**src/rtl/tans_recoder_seq_if.sv**
```systemverilog
// Byte-stream handshakes of the tANS frame sequencer: Huffman bytes in, recoded bytes out.
interface tans_recoder_seq_if;
  logic [7:0] in_data;
  logic       in_valid;
  logic       in_ready;
  logic [7:0] out_data;
  logic       out_valid;
  logic       out_ready;
  logic       out_last;

  modport master (output in_data, in_valid, out_ready,
                  input  in_ready, out_data, out_valid, out_last);
  modport slave  (input  in_data, in_valid, out_ready,
                  output in_ready, out_data, out_valid, out_last);
endinterface

```
**src/rtl/tans_recoder_seq.sv**
```systemverilog
// Frame sequencer around the Huffman-to-tANS recoder: serialises input bytes, packs the
// recoder's 0-3 bit outputs into bytes. TANS_SEQ_FINAL_STATE_EN appends the 4-bit final state.
module tans_recoder_seq #(
  parameter int LEN_W = 16,
  parameter int ACC_W = 32
) (
  input  logic             PHI,
  input  logic             RST,
  tans_recoder_seq_if.slave bus,
  input  logic             start,
  input  logic [LEN_W-1:0] frame_bits,
  output logic             busy,
  output logic             done,
  output logic             err_underrun,
  output logic             err_overflow,
  output logic             rc_I_F,
  output logic             rc_i_stream,
  input  logic [1:0]       rc_BTR,
  input  logic [2:0]       rc_o_stream,
  input  logic [3:0]       rc_final_state
);
  localparam int STAGES = 3;
  localparam int CNT_W  = $clog2(ACC_W + 1);
  localparam int IW     = $clog2(ACC_W);
`ifdef TANS_SEQ_FINAL_STATE_EN
  localparam int FS_BITS = 4;
`else
  localparam int FS_BITS = 0;
`endif

  typedef enum logic [2:0] {IDLE, LOAD, FEED, DRAIN, FLUSH} state_e;

  state_e            state_q;
  logic [LEN_W-1:0]  rem_q;
  logic [1:0][7:0]   buf_q;
  logic              head_q;
  logic [1:0]        bcnt_q, bcnt_d;
  logic [2:0]        bidx_q;
  logic              first_q;
  logic [STAGES-1:0] vld_pipe_q;
  logic [ACC_W-1:0]  acc_q, acc_d;
  logic [CNT_W-1:0]  cnt_q, cnt_d;
  logic              fl_q;
  logic              busy_q, done_q, eund_q, eovf_q;
  logic              ovf;

  logic feeding, have_b, push, bpop, tail, cap, ov, pop, flush_first;
  logic [2:0] an;
  logic [3:0] ab;
  int cnt_i, rem_tot;

  function automatic int pad8(input int x);
    int p;
    p = ((x + 7) / 8) * 8;
    return (p > ACC_W) ? ACC_W : p;
  endfunction

  // Input byte buffer and serialiser
  assign feeding      = (state_q == FEED);
  assign have_b       = (bcnt_q != 2'd0);
  assign bus.in_ready = (state_q == LOAD || feeding) && (bcnt_q != 2'd2);
  assign push         = bus.in_valid && bus.in_ready;
  assign tail         = head_q ^ bcnt_q[0];
  // Head byte retires on its last bit, or early when the frame ends mid-byte.
  assign bpop         = feeding && have_b && (bidx_q == 3'd0 || rem_q == LEN_W'(1));
  assign bcnt_d       = bcnt_q + 2'(push) - 2'(bpop);
  assign rc_i_stream  = feeding && have_b && buf_q[head_q][bidx_q];
  assign rc_I_F       = feeding && first_q;

  // Output side of the accumulator (MSB-aligned, earliest bit at ACC_W-1)
  assign cap         = vld_pipe_q[STAGES-1];
  assign flush_first = (state_q == FLUSH) && !fl_q;
  assign cnt_i       = int'(cnt_q);
  assign rem_tot     = fl_q ? cnt_i : pad8(cnt_i + FS_BITS);
  assign ov          = (cnt_i >= 8) || ((state_q == FLUSH) && fl_q && (cnt_i != 0));
  assign pop         = ov && bus.out_ready;
  assign bus.out_valid = ov;
  assign bus.out_data  = acc_q[ACC_W-1 -: 8];
  assign bus.out_last  = (state_q == FLUSH) && ov && (rem_tot <= 8);

  assign busy         = busy_q;
  assign done         = done_q;
  assign err_underrun = eund_q;
  assign err_overflow = eovf_q;

`ifndef TANS_SEQ_FINAL_STATE_EN
  logic unused_fs;
  assign unused_fs = ^rc_final_state;
`else
  logic [3:0] fs_q;
`endif

  // Pop first, then append at the freed position; bits past ACC_W are dropped.
  always_comb begin
    int n;
    logic [IW-1:0] idx;
    acc_d = acc_q;
    n     = cnt_i;
    ovf   = 1'b0;
    an    = 3'd0;
    ab    = 4'd0;
    idx   = '0;
    if (pop) begin
      acc_d = acc_q << 8;
      n     = (n > 8) ? n - 8 : 0;
    end
    if (cap) begin
      an = {1'b0, rc_BTR};
      case (rc_BTR)
        2'd1:    ab = {rc_o_stream[0], 3'b000};
        2'd2:    ab = {rc_o_stream[1:0], 2'b00};
        2'd3:    ab = {rc_o_stream, 1'b0};
        default: ab = 4'd0;
      endcase
    end
`ifdef TANS_SEQ_FINAL_STATE_EN
    else if (flush_first) begin
      an = 3'd4;
      ab = fs_q;
    end
`endif
    for (int i = 0; i < 4; i++) begin
      if (i < int'(an)) begin
        if (n < ACC_W) begin
          idx        = IW'(ACC_W - 1 - n);
          acc_d[idx] = ab[3];
          n          = n + 1;
        end else begin
          ovf = 1'b1;
        end
        ab = ab << 1;
      end
    end
    if (flush_first) n = pad8(n);
    cnt_d = CNT_W'(n);
  end

  always_ff @(posedge PHI or posedge RST) begin
    if (RST) begin
      state_q    <= IDLE;
      rem_q      <= '0;
      buf_q      <= '0;
      head_q     <= 1'b0;
      bcnt_q     <= 2'd0;
      bidx_q     <= 3'd7;
      first_q    <= 1'b0;
      vld_pipe_q <= '0;
      acc_q      <= '0;
      cnt_q      <= '0;
      fl_q       <= 1'b0;
      busy_q     <= 1'b0;
      done_q     <= 1'b0;
      eund_q     <= 1'b0;
      eovf_q     <= 1'b0;
`ifdef TANS_SEQ_FINAL_STATE_EN
      fs_q       <= 4'd0;
`endif
    end else begin
      acc_q      <= acc_d;
      cnt_q      <= cnt_d;
      vld_pipe_q <= {vld_pipe_q[STAGES-2:0], feeding};
      bcnt_q     <= bcnt_d;
      done_q     <= 1'b0;
`ifdef TANS_SEQ_FINAL_STATE_EN
      if (cap) fs_q <= rc_final_state;
`endif
      if (push) buf_q[tail] <= bus.in_data;
      if (bpop) begin
        head_q <= ~head_q;
        bidx_q <= 3'd7;
      end else if (feeding && have_b) begin
        bidx_q <= bidx_q - 3'd1;
      end
      if (ovf) eovf_q <= 1'b1;
      // An empty buffer does not stall the recoder: feed a 0 and flag it.
      if (feeding && !have_b) eund_q <= 1'b1;
      case (state_q)
        IDLE: if (start) begin
          eund_q  <= 1'b0;
          eovf_q  <= 1'b0;
          busy_q  <= 1'b1;
          first_q <= 1'b1;
          rem_q   <= frame_bits;
          head_q  <= 1'b0;
          bcnt_q  <= 2'd0;
          bidx_q  <= 3'd7;
          if (frame_bits == '0) begin
            state_q <= FLUSH;
            fl_q    <= 1'b1;
            done_q  <= 1'b1;
          end else begin
            state_q <= LOAD;
            fl_q    <= 1'b0;
          end
        end
        LOAD: if (bcnt_d != 2'd0) state_q <= FEED;
        FEED: begin
          first_q <= 1'b0;
          rem_q   <= rem_q - LEN_W'(1);
          if (rem_q == LEN_W'(1)) state_q <= DRAIN;
        end
        DRAIN: if (vld_pipe_q[STAGES-2:0] == '0) state_q <= FLUSH;
        FLUSH: begin
          if (done_q) begin
            state_q <= IDLE;
            busy_q  <= 1'b0;
          end else begin
            fl_q   <= 1'b1;
            done_q <= (cnt_d == '0);
          end
        end
        default: state_q <= IDLE;
      endcase
    end
  end
endmodule

```
**src/flat_wrapper.sv**
```systemverilog
// flat-port wrapper written by rule: the top's interface ports become plain ports
module tans_recoder_seq_flat 
#(
  parameter int LEN_W = 16,
  parameter int ACC_W = 32
)
  (PHI, RST, start, frame_bits, busy, done, err_underrun, err_overflow, rc_I_F, rc_i_stream, rc_BTR, rc_o_stream, rc_final_state, bus_in_data, bus_in_valid, bus_out_ready, bus_in_ready, bus_out_data, bus_out_valid, bus_out_last);
  tans_recoder_seq_if bus_i ();
  input  logic PHI;
  input  logic RST;
  input  logic start;
  input  logic [LEN_W-1:0] frame_bits;
  output logic busy;
  output logic done;
  output logic err_underrun;
  output logic err_overflow;
  output logic rc_I_F;
  output logic rc_i_stream;
  input  logic [1:0] rc_BTR;
  input  logic [2:0] rc_o_stream;
  input  logic [3:0] rc_final_state;
  input wire logic [$bits(bus_i.in_data)-1:0] bus_in_data;
  input wire logic [$bits(bus_i.in_valid)-1:0] bus_in_valid;
  input wire logic [$bits(bus_i.out_ready)-1:0] bus_out_ready;
  output wire logic [$bits(bus_i.in_ready)-1:0] bus_in_ready;
  output wire logic [$bits(bus_i.out_data)-1:0] bus_out_data;
  output wire logic [$bits(bus_i.out_valid)-1:0] bus_out_valid;
  output wire logic [$bits(bus_i.out_last)-1:0] bus_out_last;
  assign bus_i.in_data = bus_in_data;
  assign bus_i.in_valid = bus_in_valid;
  assign bus_i.out_ready = bus_out_ready;
  assign bus_in_ready = bus_i.in_ready;
  assign bus_out_data = bus_i.out_data;
  assign bus_out_valid = bus_i.out_valid;
  assign bus_out_last = bus_i.out_last;
  tans_recoder_seq #(.LEN_W(LEN_W), .ACC_W(ACC_W)) u_core (.PHI(PHI), .RST(RST), .bus(bus_i), .start(start), .frame_bits(frame_bits), .busy(busy), .done(done), .err_underrun(err_underrun), .err_overflow(err_overflow), .rc_I_F(rc_I_F), .rc_i_stream(rc_i_stream), .rc_BTR(rc_BTR), .rc_o_stream(rc_o_stream), .rc_final_state(rc_final_state));
endmodule
```
**config.mk**
```make
export PLATFORM = sky130hd
export DESIGN_NAME = tans_recoder_seq_flat
export DESIGN_NICKNAME = d
export VERILOG_FILES = /design/src/rtl/tans_recoder_seq_if.sv /design/src/rtl/tans_recoder_seq.sv /design/src/flat_wrapper.sv
export SDC_FILE = /design/constraint.sdc
export NUM_CORES = 1
export LEC_CHECK = 0
export CORE_MARGIN = 4
export CORE_UTILIZATION = 30
export CTS_BUF_LIST = sky130_fd_sc_hd__clkbuf_2 sky130_fd_sc_hd__clkbuf_4 sky130_fd_sc_hd__clkbuf_8
export DETAILED_ROUTE_END_ITERATION = 8
export SYNTH_ARGS = -nofsm -noshare
export SYNTH_HDL_FRONTEND = slang
export SYNTH_SLANG_ARGS = --single-unit
```
**constraint.sdc**
```tcl
create_clock -name PHI -period 7.4 [get_ports PHI]
set_clock_uncertainty 0.2 [all_clocks]
set_input_delay 1.48 -clock PHI [delete_from_list [all_inputs] [get_ports PHI]]
set_output_delay 1.48 -clock PHI [all_outputs]
set_load 0.03 [all_outputs]
```
==> report_table.html, run 1 <==
<h2>Synthesis and place &amp; route</h2>
<table>
<tr><th>Metric</th><th>Value</th></tr>
<tr><th colspan="2">Synth</th></tr>
<tr><td>Synth Area in Compound Gates</td><td>~18%</td></tr>
<tr><td>Gate count of the mapped netlist</td><td>843</td></tr>
<tr><td>Area reported by Yosys stat</td><td>~7300 um^2</td></tr>
<tr><td>Dominant combinational family</td><td>simple AND/OR/NAND/NOR gates</td></tr>
<tr><td>Most instantiated library cell after synthesis</td><td>sky130_fd_sc_hd__nor2_1</td></tr>
<tr><td>Max-area cell share</td><td>29.2%</td></tr>
<tr><td>Number of register bits inferred by synthesis</td><td>between 80 and 90</td></tr>
<tr><td>Mux share of post-synthesis cell area</td><td>between 10% and 20%</td></tr>
<tr><td>Async set or reset register ratio after synthesis</td><td>100%</td></tr>
<tr><th colspan="2">Finish</th></tr>
<tr><td>Signal buffers</td><td>between 90 and 100</td></tr>
<tr><td>Combined area of the multi-input logic cells</td><td>roughly 4800 um^2</td></tr>
<tr><td>Number of flip-flops and latches</td><td>between 80 and 90</td></tr>
<tr><td>Clock buffer count</td><td>12</td></tr>
<tr><td>Largest register by flop count</td><td>u_core.acc_q</td></tr>
<tr><th colspan="2">Power and ir drop</th></tr>
<tr><td>Power density normalized to cell area</td><td>about 370 nW/um^2</td></tr>
<tr><td>Switching part of the total</td><td>50.3%</td></tr>
<tr><td>Internal Dissipation</td><td>around 1.5 mW</td></tr>
<tr><th colspan="2">Global routing</th></tr>
<tr><td>Number of global-route vias before repair</td><td>approximately 6,500</td></tr>
<tr><td>Wire length of the first global-routing pass</td><td>34,800 um</td></tr>
<tr><td>M1 GR Usage</td><td>between 20% and 30%</td></tr>
<tr><td>Largest net degree at the start of global routing</td><td>~66</td></tr>
<tr><th colspan="2">Detailed routing</th></tr>
<tr><td>Final ANT Viol Nets</td><td>0</td></tr>
<tr><td>Routed metal-1 wirelength</td><td>slightly below 10,000 um</td></tr>
<tr><td>Initial DRC Count</td><td>between 600 and 700</td></tr>
<tr><td>Total length of routed wires</td><td>21,700 um</td></tr>
<tr><th colspan="2">Clocking</th></tr>
<tr><td>Max clock buf depth</td><td>2</td></tr>
<tr><td>Clock transition at the registers of the reported paths</td><td>approximately 0.10 ns</td></tr>
<tr><td>CTS tree</td><td>done</td></tr>
<tr><td>Number of setup buffers added after CTS</td><td>0</td></tr>
<tr><td>Number of buffers created by CTS</td><td>9</td></tr>
<tr><th colspan="2">Final timing</th></tr>
<tr><td>Max transition margin</td><td>between 30% and 40%</td></tr>
<tr><td>Slew @ Worst Pin</td><td>around 1 ns</td></tr>
<tr><td>Shortest clock period the worst path allows after layout</td><td>7.00 ns</td></tr>
<tr><td>RSZ-0062 raised after global routing</td><td>false</td></tr>
<tr><td>Maximum clock rate</td><td>143 MHz</td></tr>
<tr><td>Post-layout period usage of the worst path</td><td>94.6%</td></tr>
<tr><th colspan="2">Run status</th></tr>
<tr><td>Result of the run</td><td>finished clean</td></tr>
<tr><th colspan="2">Min path</th></tr>
<tr><td>Hold Path Origin</td><td>u_core.vld_pipe_q[0]$_DFF_PP0_</td></tr>
<tr><th colspan="2">Floorplan</th></tr>
<tr><td>Die boundary height</td><td>164 um</td></tr>
<tr><td>FP Rows</td><td>approximately 56</td></tr>
<tr><td>Total die size</td><td>26,800 um^2</td></tr>
<tr><td>Tap cell instance count</td><td>approximately 320</td></tr>
<tr><th colspan="2">Worst setup path</th></tr>
<tr><td>Worst-case reg-to-reg path depth</td><td>24</td></tr>
<tr><td>Crit-path max FO</td><td>5</td></tr>
<tr><td>End of the critical path</td><td>u_core.done$_DFF_PP0_</td></tr>
<tr><td>Worst EP required</td><td>approximately 7.5 ns</td></tr>
<tr><td>Cell repeated most along the worst path</td><td>sky130_fd_sc_hd__ha_1</td></tr>
<tr><th colspan="2">Placement</th></tr>
<tr><td>RD Place Congestion</td><td>a little over 0.9</td></tr>
</table>
run 1: power groups by stage:
stage                     registers, mW  logic, mW  clock network, mW
final                             0.802       1.95              0.359
after global routing              0.828       2.13              0.388
after CTS                         0.799       1.94              0.368
after detailed placement          0.807       1.93                  0
after global placement            0.803       1.92                  0
after floorplan                   0.748       1.37                  0
run 1: cell usage in the layout, fill, tap and decap left out, types with 14 or more instances in the layout:
cell                              instances
sky130_fd_sc_hd__nor2_1                 108
sky130_fd_sc_hd__mux2i_1                101
sky130_fd_sc_hd__dfrtp_1                 85
sky130_fd_sc_hd__nand2_1                 83
sky130_fd_sc_hd__clkdlybuf4s50_1         50
sky130_fd_sc_hd__buf_4                   46
sky130_fd_sc_hd__nand3_1                 43
sky130_fd_sc_hd__a21oi_1                 41
sky130_fd_sc_hd__o21ai_0                 27
sky130_fd_sc_hd__inv_1                   23
sky130_fd_sc_hd__ha_1                    23
sky130_fd_sc_hd__mux2_2                  18
sky130_fd_sc_hd__nor3_1                  15
sky130_fd_sc_hd__and3_1                  15
sky130_fd_sc_hd__xnor2_1                 15
sky130_fd_sc_hd__nand4_1                 14
sky130_fd_sc_hd__o31ai_1                 14
sky130_fd_sc_hd__o211ai_1                14
run 1: per-stage QoR:
step                      utilization [%]  power (mW)  worst slack (ns)  instances  hold slack [ns]
after floorplan                         -        2.12             0.439        843            0.154
after global placement               35.1        2.72            0.0923       1213            0.160
after detailed placement             35.1        2.74            0.0268       1213            0.173
after CTS                            36.0        3.11             0.428       1229            0.204
after global routing                 36.0        3.34            0.0129       1229            0.234
final                                36.0        3.11             0.396       1229            0.194
### The metal 1 layer, run 1

Scale bar: 50 um.
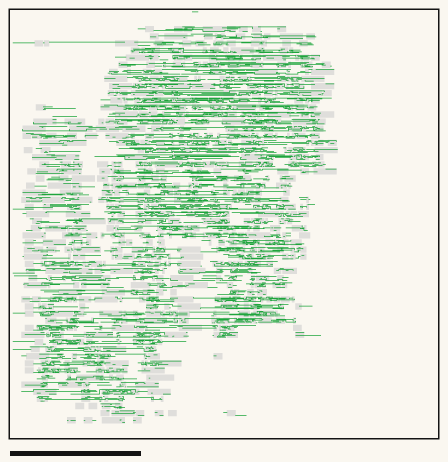
share of all routed wire: 45%
nets with wire on the layer: 893
longest straight run: 69.9 um

### Track usage over the die, run 1

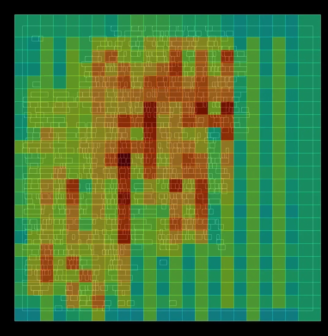
peak-usage layer in the global routing report: met2
Core Util, Final: 36.0%

### The metal 2 layer, run 1

Scale bar: 50 um.
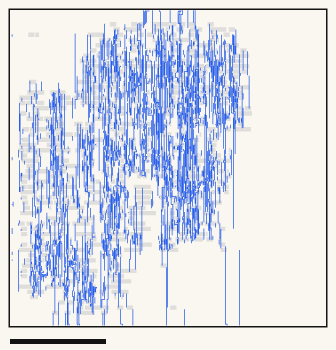
share of all routed wire: 47%
main direction: vertical
wire length on this layer: 10,200 um
longest straight run: 57.3 um
nets with wire on the layer: 801

### Met3 routing, run 1

Scale bar: 50 um.
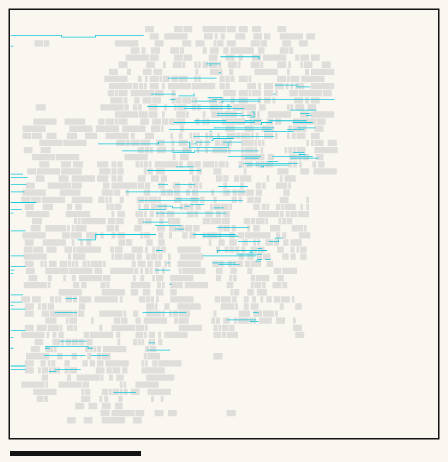
longest straight run: 46.5 um
share of all routed wire: 6.1%
nets with wire on the layer: 108

### Met4 routing, run 1

Scale bar: 50 um.
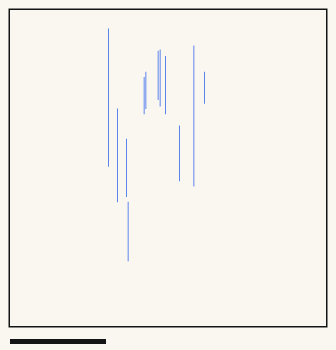

==> run 1 -> run 2 <==
==> constraint.sdc (replaced) <==
create_clock -name PHI -period 8.7 [get_ports PHI]
set_clock_uncertainty 0.2 [all_clocks]
set_input_delay 1.74 -clock PHI [delete_from_list [all_inputs] [get_ports PHI]]
set_output_delay 1.74 -clock PHI [all_outputs]
set_load 0.03 [all_outputs]
### Met4 routing, run 2

Scale bar: 50 um.
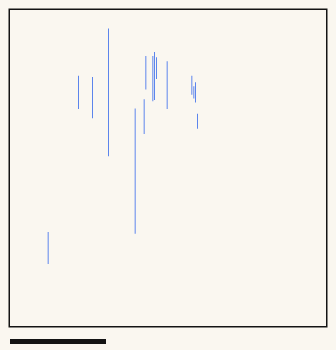
main direction: vertical
nets with wire on the layer: 12
wire length on this layer: 336 um
longest straight run: 66.0 um
share of all routed wire: 1.6%

==> run 2 against run 1 <==
Effect of this change: clock-buffer cell count rose by 3; largest power group unchanged; global-route usage fell by 0.30 points; final area fell by 2.8%; non-clock buffer count fell by 31; core utilization fell by 1.0 points; synthesized cell count did not move; synthesized area did not move.
==> report_table.html, run 2 <==
<h2>Synthesis and place &amp; route</h2>
<table>
<tr><th>Metric</th><th>Value</th></tr>
<tr><th colspan="2">Finish</th></tr>
<tr><td>Most frequent cells in the layout</td><td>sky130_fd_sc_hd__nor2_1 (108), sky130_fd_sc_hd__mux2i_1 (101), sky130_fd_sc_hd__dfrtp_1 (85)</td></tr>
<tr><td>Highest-count logic cell in the final layout</td><td>sky130_fd_sc_hd__nor2_1</td></tr>
<tr><th colspan="2">Power and ir drop</th></tr>
<tr><td>Internal Dissipation</td><td>1.27 mW (-18%)</td></tr>
<tr><td>Switching part of the total</td><td>50.6% (+0.29 points)</td></tr>
<tr><td>Power density normalized to cell area</td><td>309 nW/um^2 (-15%)</td></tr>
<tr><th colspan="2">Final timing</th></tr>
<tr><td>Shortest clock period the worst path allows after layout</td><td>around 7.9 ns</td></tr>
<tr><td>Final WS setup</td><td>0.769 ns (+0.373 ns)</td></tr>
<tr><td>Final Hold Slack</td><td>0.206 ns (+0.0129 ns)</td></tr>
<tr><td>Max transition margin</td><td>35.8% (+2.2 points)</td></tr>
<tr><td>Post-layout period usage of the worst path</td><td>roughly 90%</td></tr>
<tr><th colspan="2">Worst setup path</th></tr>
<tr><td>Worst-case reg-to-reg path depth</td><td>23 (-4.2%)</td></tr>
<tr><td>Worst EP required</td><td>8.76 ns (+1.28 ns)</td></tr>
<tr><th colspan="2">Synth</th></tr>
<tr><td>Gate count of the mapped netlist</td><td>843 (unchanged)</td></tr>
<tr><td>Area reported by Yosys stat</td><td>7280 um^2 (unchanged)</td></tr>
<tr><td>Number of register bits inferred by synthesis</td><td>88 (unchanged)</td></tr>
<tr><td>Async set or reset register ratio after synthesis</td><td>100% (unchanged)</td></tr>
<tr><td>Max-area cell share</td><td>29.2% (unchanged)</td></tr>
<tr><th colspan="2">Global routing</th></tr>
<tr><td>Number of global-route vias before repair</td><td>6,553 (+0.63%)</td></tr>
<tr><td>M1 GR Usage</td><td>21.8% (-0.59 points)</td></tr>
<tr><td>Largest net degree at the start of global routing</td><td>67 (+1.5%)</td></tr>
<tr><td>Peak-usage layer in the global routing report</td><td>met2</td></tr>
<tr><th colspan="2">Clocking</th></tr>
<tr><td>Max clock buf depth</td><td>2 (unchanged)</td></tr>
<tr><td>CTS tree</td><td>done</td></tr>
<tr><td>Number of setup buffers added after CTS</td><td>0 (unchanged)</td></tr>
<tr><th colspan="2">Floorplan</th></tr>
<tr><td>Die boundary height</td><td>164 um (unchanged)</td></tr>
<tr><th colspan="2">Placement</th></tr>
<tr><td>RD Place Congestion</td><td>0.908 (-0.86%)</td></tr>
<tr><th colspan="2">Run status</th></tr>
<tr><td>Result of the run</td><td>finished clean</td></tr>
</table>
==> run 2: cell counts after synthesis <==
No cell type changed its count.
==> run 2: how the worst max path moves through the flow <==
stage	slack, ns	startpoint	cells after the start	end
2_1_floorplan	1.48	bus_out_ready	25	u_core.done$_DFF_PP0_
4_1_cts	0.86	bus_out_ready	22	u_core.done$_DFF_PP0_
3_3_place_gp	0.54	bus_out_ready	23	u_core.done$_DFF_PP0_
3_5_place_dp	0.48	bus_out_ready	23	u_core.done$_DFF_PP0_
5_1_grt	0.39	bus_out_ready	23	u_core.done$_DFF_PP0_
6_report	0.77	bus_out_ready	23	u_core.done$_DFF_PP0_
==> run 2: cell type report <==
type,instances,area [um^2],area share (%)
inverter,24,92.6,1.12
clock inverter,1,30.0,0.362
sequential,88,2210,26.6
tap,319,399,4.81
timing repair buffer,65,613,7.40
clock buffer,15,169,2.04
multi-input combinational,686,4780,57.7
==> run 2: power by group through the flow <==
stage,Clock [mW],Combinational (mW),Sequential (mW)
final,0.298,1.59,0.680
after global routing,0.321,1.75,0.701
after CTS,0.306,1.57,0.679
after detailed placement,0,1.56,0.685
after global placement,0,1.56,0.682
after floorplan,0,1.16,0.637
==> run 2: cell families (layout without fill, tap and decap cells) <==
| kind of cell | after synthesis | in the layout | synth area share [%] |
|---|---|---|---|
| flip-flops | 88 | 88 | 30.3 |
| buffers and inverters | 69 | 105 | 4.06 |
| multiplexers | 124 | 124 | 18.2 |
| XOR/XNOR | 24 | 24 | 3.18 |
| adder cells (fa/ha/maj) | 23 | 23 | 3.95 |
| AND/OR/NAND/NOR | 339 | 339 | 22.6 |
| AND-OR/OR-AND | 176 | 176 | 17.7 |
### The metal 2 layer, run 2

Scale bar: 50 um.
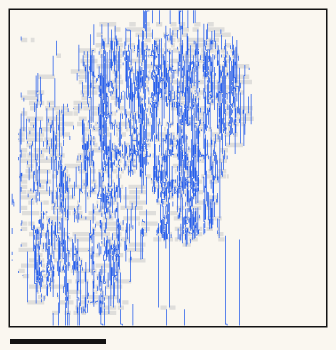

==> run 2 -> run 3 <==
==> constraint.sdc (replaced) <==
create_clock -name PHI -period 8.7 [get_ports PHI]
set_clock_uncertainty 0.2 [all_clocks]
set_input_delay 1.305 -clock PHI [delete_from_list [all_inputs] [get_ports PHI]]
set_output_delay 1.305 -clock PHI [all_outputs]
set_load 0.03 [all_outputs]
### The metal 2 layer, run 3

Scale bar: 50 um.
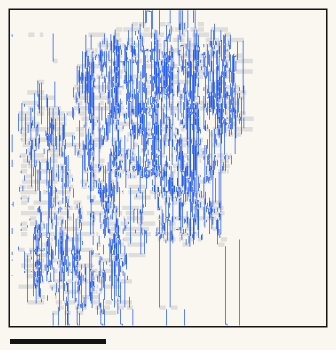
routed via count: 6,564
total length of routed wires: 21,300 um
met2 demand-to-capacity share in global routing: 25.4%

==> run 3 against run 2 <==
Effect of this change: die size did not move; routed wire length increased by 1.5%; final cell count shrank 0.33%; synthesized cell count stayed put; setup slack gained 0.53 ns; critical path depth increased by 1; final area shrank 0.44%; critical path type unchanged.
==> report_table.html, run 3 <==
<h2>Synthesis and place &amp; route</h2>
<table>
<tr><th>Metric</th><th>Value</th></tr>
<tr><th colspan="2">Synth</th></tr>
<tr><td>Yosys simple share</td><td>22.6% (unchanged)</td></tr>
<tr><td>Gate count of the mapped netlist</td><td>843 (unchanged)</td></tr>
<tr><td>Async set or reset register ratio after synthesis</td><td>100% (unchanged)</td></tr>
<tr><td>Area reported by Yosys stat</td><td>7280 um^2 (unchanged)</td></tr>
<tr><td>Dominant combinational family</td><td>simple AND/OR/NAND/NOR gates</td></tr>
<tr><td>Mux share of post-synthesis cell area</td><td>18.2% (unchanged)</td></tr>
<tr><td>Synth Area in Compound Gates</td><td>17.7% (unchanged)</td></tr>
<tr><th colspan="2">Clocking</th></tr>
<tr><td>CTS tree</td><td>done</td></tr>
<tr><td>Max clock buf depth</td><td>2 (unchanged)</td></tr>
<tr><td>Number of setup buffers added after CTS</td><td>0 (unchanged)</td></tr>
<tr><th colspan="2">Final timing</th></tr>
<tr><td>Shortest clock period the worst path allows after layout</td><td>7.41 ns (-0.525 ns)</td></tr>
<tr><td>Max transition margin</td><td>31.3% (-4.5 points)</td></tr>
<tr><td>Post-layout period usage of the worst path</td><td>85.1% (-6.0 points)</td></tr>
<tr><th colspan="2">Power and ir drop</th></tr>
<tr><td>Power density normalized to cell area</td><td>309 nW/um^2 (-0.14%)</td></tr>
<tr><th colspan="2">Floorplan</th></tr>
<tr><td>Die boundary height</td><td>164 um (unchanged)</td></tr>
<tr><th colspan="2">Global routing</th></tr>
<tr><td>Number of global-route vias before repair</td><td>6,490 (-0.96%)</td></tr>
<tr><td>Largest net degree at the start of global routing</td><td>67 (unchanged)</td></tr>
<tr><th colspan="2">Worst setup path</th></tr>
<tr><td>Worst EP required</td><td>8.77 ns (about the same)</td></tr>
<tr><td>Worst-case reg-to-reg path depth</td><td>23 (unchanged)</td></tr>
<tr><th colspan="2">Placement</th></tr>
<tr><td>RD Place Congestion</td><td>0.916 (+0.95%)</td></tr>
<tr><th colspan="2">Detailed routing</th></tr>
<tr><td>Routed metal-1 wirelength</td><td>around 9700 um</td></tr>
<tr><th colspan="2">Run status</th></tr>
<tr><td>Result of the run</td><td>finished clean</td></tr>
<tr><th colspan="2">Finish</th></tr>
<tr><td>Number of flip-flops in the largest register</td><td>32</td></tr>
<tr><td>Highest-count logic cell in the final layout</td><td>sky130_fd_sc_hd__nor2_1</td></tr>
<tr><td>Most frequent cells in the layout</td><td>sky130_fd_sc_hd__nor2_1 (108), sky130_fd_sc_hd__mux2i_1 (101), sky130_fd_sc_hd__dfrtp_1 (85)</td></tr>
</table>
[run 3: cell counts after synthesis]
No cell type changed its count.
[run 3: area by class of cell]
type,count,area (um^2),area share (%)
Multi-Input combinational cell,686,4780,57.9
Sequential cell,88,2210,26.7
Timing Repair Buffer,61,583,7.06
Tap cell,319,399,4.84
Clock buffer,14,180,2.18
Inverter,24,92.6,1.12
Clock inverter,2,12.5,0.152
[run 3: worst max path at each step]
stage / from / to / slack [ns] / cells past startpoint
CTS: bus_out_ready / u_core.done$_DFF_PP0_ / 1.33 / 24
finish: bus_out_ready / u_core.done$_DFF_PP0_ / 1.29 / 24
global route: bus_out_ready / u_core.done$_DFF_PP0_ / 0.74 / 24
detailed placement: bus_out_ready / u_core.done$_DFF_PP0_ / 0.94 / 24
floorplan: bus_out_ready / u_core.done$_DFF_PP0_ / 1.91 / 25
global placement: bus_out_ready / u_core.done$_DFF_PP0_ / 0.95 / 23
[run 3: metal layers]
| metal | track usage (%) | vias to the layer above |
|---|---|---|
| met5 | 0 | - |
| met4 | 5.95 | 0 |
| met3 | 2.66 | 30 |
| met2 | 25.4 | 214 |
| met1 | 22.2 | 3166 |
| li1 | - | 3154 |
[run 3: power by group]
part           switching (mW)  internal, mW  leakage, nW  total [mW]
clock network           0.152         0.134       0.0995       0.286
registers               0.138         0.541         1.12       0.679
logic                    1.02         0.564         2.11        1.59
[run 3: kinds of logic (layout without fill, tap and decap cells)]
group	count (synthesis)	count (layout)
multiplexers	124	124
buffers and inverters	69	101
XOR/XNOR	24	24
AND-OR/OR-AND	176	176
adder cells (fa/ha/maj)	23	23
AND/OR/NAND/NOR	339	339
flip-flops	88	88
No activity file was given, so power comes from the tool's default toggle rates.
